Design fragment_iterator, sky130hd; sources not shown.
### Track usage over the die, run 1

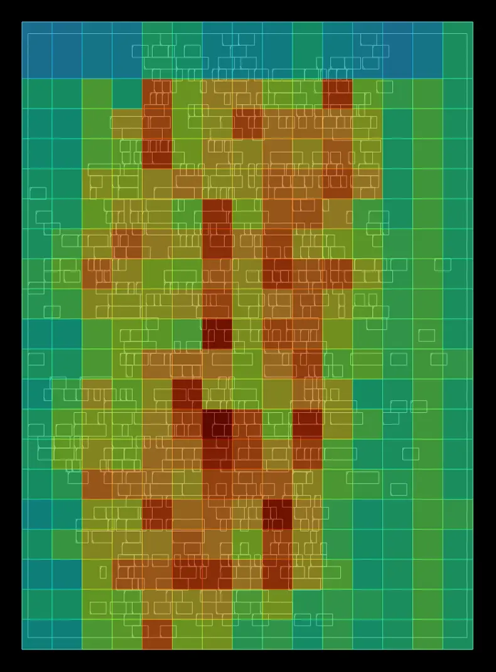
GR peak layer: met2
met1 global-route usage: 0.211
met2 usage: 0.313
post-DR wirelength/cell: 17.1 um
grt met3 use: 0.0135

### Port wiring, run 1

Bar = 20 um.
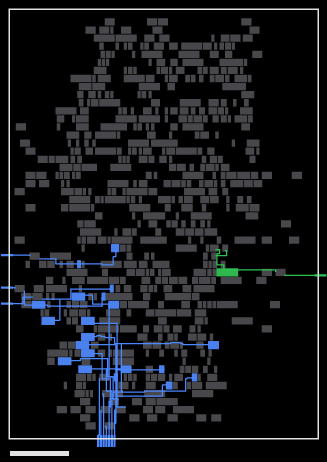
`rdy` -> green  # bits 1, direction output, edge right, end cells 1, buffers 1, wire 46.0 um
`bb_minY` -> blue  # bits 10, direction input, edge 7 bottom, 3 left, end cells 20, buffers 10, wire 530 um
buffers added on ports: 67
IO Count: 68

### Gate families picked out, run 1

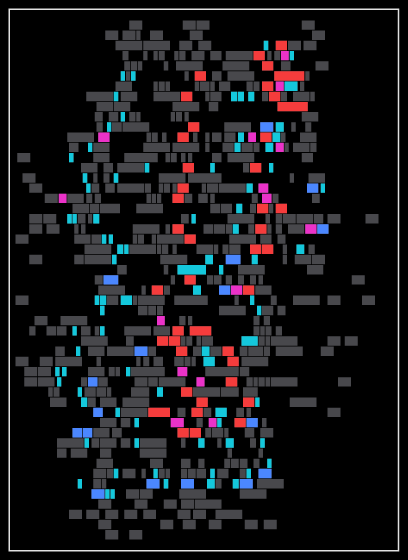
NOR gates -> cyan  # cells 83
AND and OR gates -> magenta  # cells 15
XOR/XNOR gates -> red  # cells 42, where a column down the middle
AND-OR and OR-AND gates -> blue  # cells 17
final std cells w/o fill: 745
most numerous logic cell after layout: clkdlybuf4s50_1
Comb area share: 0.546

==> flow_summary.ini, run 1 <==
; flow metrics
[cts]
numClockSinks = 55
cts_tree = built
cts_max_path_buffers = 2
cts_resized = 0
cts_setup_buffers = 0
clock.latency.late_pin_ns = 0.30
clock-root-buffer = clkbuf_16
cts-buffers-inserted = 5

[critical_path]
arrival_ns = 3.75
crit_path_end_kind = register
r2r_setup_slack_ns = 1.85
path_class = primary input to register
reg2reg_depth = 8

[grt]
grt_antenna_before_repair = 0
grt_pass1_vias = 3884

[synthesis]
edf_count = 0
yosysTopAreaCellShare = 0.273
fp_nets = 586
flop_cell = dfxtp_1
synthDistinctLibCells = 63
ys_seq_share = 0.273
numSynthFlops = 55
synth.yosys.warnings = 0
area_leaders = dfxtp_1 27%, ha_1 9.9%, nand2_1 5.6%
ys_cells = 510

[placement]
routabilityCongestion = 0.881

[final_timing]
period_used_share = 0.741
rsz0062_at_grt = no
hold_viol = 0
min_period_ns = 3.56
max_freq_mhz = 281
final-max-slew-violation-count = 0

[routing]
routed-wl-met2_mm = 6.45
ant_nets = 0
dr_wl_met3_um = 344
viasPerCell = 5.30
wl_met1_mm = 5.68

[hold_path]
holdPathStages = 2

[cells_and_area]
drive_above_1_share = 0.0536
final-comb-area_sq_um = 2720

[status]
status = completed

[die]
initCoreUtil = 0.289
die_x_um = 104

[power_and_ir_drop]
irDropWorstVdd_mv = 0.134
-- run 1: cell type report --
type	instances	share of cell area
Clock buffer	8	0.0314
Inverter	22	0.0166
Multi-Input combinational cell	405	0.546
Sequential cell	55	0.221
Tap cell	185	0.0465
Timing Repair Buffer	70	0.138
-- run 1: power by group --
| group | switching [mW] | total (mW) | internal (mW) |
|---|---|---|---|
| Sequential | 0.0704 | 0.568 | 0.497 |
| Combinational | 0.267 | 0.485 | 0.219 |
| Clock | 0.167 | 0.390 | 0.223 |
| Total | 0.504 | 1.44 | 0.939 |
-- run 1: cell families (layout without fill, tap and decap cells) --
family	count (synthesis)	in the layout	synth area share
AND/OR/NAND/NOR	202	202	0.244
other	1	1	0.000928
multiplexers	5	5	0.0130
buffers and inverters	50	100	0.0554
adder cells (fa/ha/maj)	32	32	0.0991
flip-flops	55	55	0.273
XOR/XNOR	42	42	0.102
AND-OR/OR-AND	123	123	0.213
-- run 1: stage by stage --
stage | hold slack [ns] | area [sq um] | cells | worst slack [ns]
global route | 0.512 | 4980 | 745 | 0.957
CTS | 0.486 | 4980 | 745 | 1.24
floorplan | 0.457 | 4040 | 510 | 2.05
global placement | 0.472 | 4820 | 737 | 0.999
detailed placement | 0.476 | 4820 | 737 | 0.945
finish | 0.485 | 4980 | 745 | 1.24
-- run 1: routing by layer --
layer / up-vias / global-route usage
met5: - / -
met4: 0 / 0.0595
met3: 18 / 0.0135
met2: 94 / 0.313
met1: 1869 / 0.211
li1: 1964 / -
-- run 1: synthesized netlist by cell type, types with 3 or more instances --
cell type	count
a31oi_1	5
nor3_1	16
o22ai_1	5
nor2_1	52
a311oi_1	8
clkbuf_1	20
nand4_1	12
nor2b_1	4
o21ai_0	16
mux2i_1	3
a21oi_1	29
nand2_1	60
nand3_1	25
a211oi_1	19
xor2_1	18
o2111ai_1	4
ha_1	32
and4_1	3
buf_6	3
xnor2_1	20
o211ai_1	10
and3_1	3
nand3b_1	3
nor4_1	5
inv_1	22
dfxtp_1	55
a21o_1	3
a32o_1	5
buf_2	3
or3_1	3
-- run 1: worst max-delay path, stage by stage --
cell and delay (ns):
clkdlybuf4s50_1 0.48, inv_1 0.10, nor2_1 0.41, nor2_1 0.12, ha_1 0.33, a21oi_1 0.13
o21ai_0 0.12, a2111oi_2 0.52, o221a_2 0.58, o21ai_0 0.17, a32o_1 0.29
--- run 2 (diff from run 1) ---
==> constraint.sdc (replaced) <==
create_clock -name clk -period 3.05 [get_ports clk]
set_input_delay 0.305 -clock clk [delete_from_list [all_inputs] [get_ports clk]]
set_output_delay 0.305 -clock clk [all_outputs]
set_load 0.01 [all_outputs]
### Track usage over the die, run 2

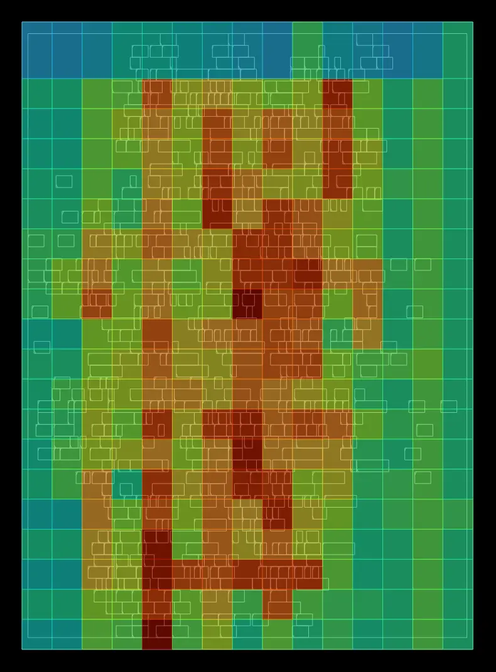
Final Util: 0.384
met1 global-route usage: 0.220

### Met3 routing, run 2

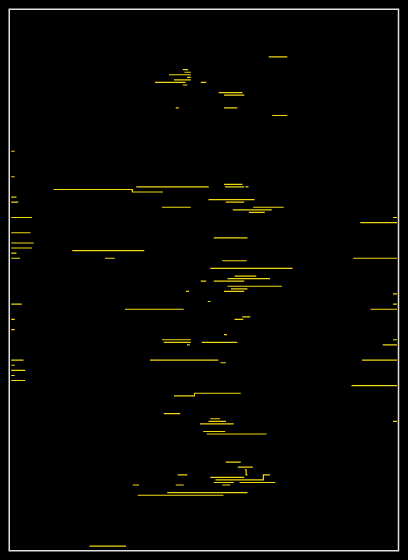
wire length on this layer = 586 um
nets with wire on the layer = 77
Vias: 4,208
grt met3 use: 0.0207
Routed WL: 13.2 mm

### The metal 2 layer, run 2

Bar = 20 um.
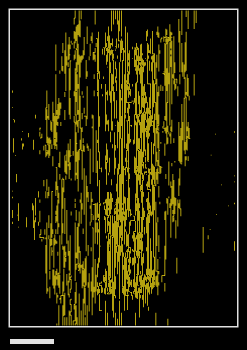
longest straight run = 56.4 um
wire length on this layer = 6,540 um
nets with wire on the layer = 554
main direction = vertical
met2 usage: 0.314

==> flow_summary.ini, run 2 <==
; flow metrics
[final_timing]
min_period_ns = 2.87
max_freq_mhz = 348
setup_slack_ns = 0.177
period_used_share = 0.942
hold_viol = 0

[cts]
cts_setup_buffers = 0
numClockSinks = 55
clock-root-buffer = clkbuf_16
cts_max_path_buffers = 2
cts_tree = built
cts-buffers-inserted = 5
clock.latency.late_pin_ns = 0.30

[placement]
port_buffers = 67
dpl.cell_count = 781

[synthesis]
numSynthFlops = 55
ys_cells = 510
ys_top_cells_by_count = 60 x nand2_1, 55 x dfxtp_1, 52 x nor2_1, 32 x ha_1, 29 x a21oi_1
fp_nets = 586
flop_cell = dfxtp_1
area_leaders = dfxtp_1 27%, ha_1 9.9%, nand2_1 5.6%
yosys.cell_count.top_type = nand2_1

[critical_path]
r2r_setup_slack_ns = 0.45
arrival_ns = 3.08
crit_path_end_kind = register

[die]
io_pins = 68

[routing]
viasPerCell = 5.33
ant_nets = 0

[grt]
grt_pass1_vias = 4179

[cells_and_area]
lay_top_count = clkdlybuf4s50_1

[status]
status = completed

[hold_path]
holdPathStages = 2
[run 2: layout make-up]
class	instances	area (sq um)	share of cell area
multi-input cells	405	2740	0.512
repair buffers	114	1040	0.195
well taps	185	231	0.0432
clock buffers	7	153	0.0285
inverters	22	82.6	0.0154
clock inverters	1	7.51	0.00140
flip-flops and latches	55	1100	0.205
[run 2: timing repair]
item | in CTS | in global routing
endpoints found under the setup margin | 6 | 18
hold buffers | 0 | 0
gates cloned | 0 | 0
resized | 1 | 3
pin swaps | 0 | 1
[run 2: per-stage QoR]
stage	setup TNS [ns]	instance area, sq um	hold slack, ns
6_report	0	5360	0.415
5_1_grt	0	5360	0.440
4_1_cts	0	5340	0.402
3_5_place_dp	-5.99	5170	0.484
3_3_place_gp	-4.02	5170	0.473
2_1_floorplan	0	4040	0.441
[run 2: cell families after synthesis]
family                     share of synthesized area
muxes                                         0.0130
buffers and inverters                         0.0554
xor gates and xnor gates                       0.102
AOI/OAI and AO/OA                              0.213
DFF                                            0.273
and+or+nand+nor                                0.244
other                                       0.000928
adders and majority gates                     0.0991
[run 2: routing by layer]
layer | GRT usage | wire length, um | up-vias
met3 | 0.0207 | 585 | 23
li1 | - | - | 2054
met5 | - | 0 | -
met2 | 0.314 | 6540 | 155
met4 | 0.0755 | 312 | 0
met1 | 0.220 | 5740 | 1976
[run 2: report_power, final]
group	switching, mW	total [mW]	leakage, nW	internal [mW]
logic	0.463	0.873	1.56	0.410
clock network	0.278	0.628	0.0761	0.350
registers	0.0901	0.872	0.453	0.782
total	0.831	2.37	2.09	1.54
[run 2: critical path, stage by stage]
cell             delay [ns]
clkdlybuf4s50_1        0.45
a41oi_1                0.27
nand2_1                0.09
ha_1                   0.29
a21o_1                 0.18
a21o_1                 0.18
a221oi_1               0.34
buf_4                  0.19
o221a_2                0.21
buf_12                 0.15
buf_12                 0.12
nor3_1                 0.05
a311oi_1               0.26
No activity file was given, so power comes from the tool's default toggle rates.
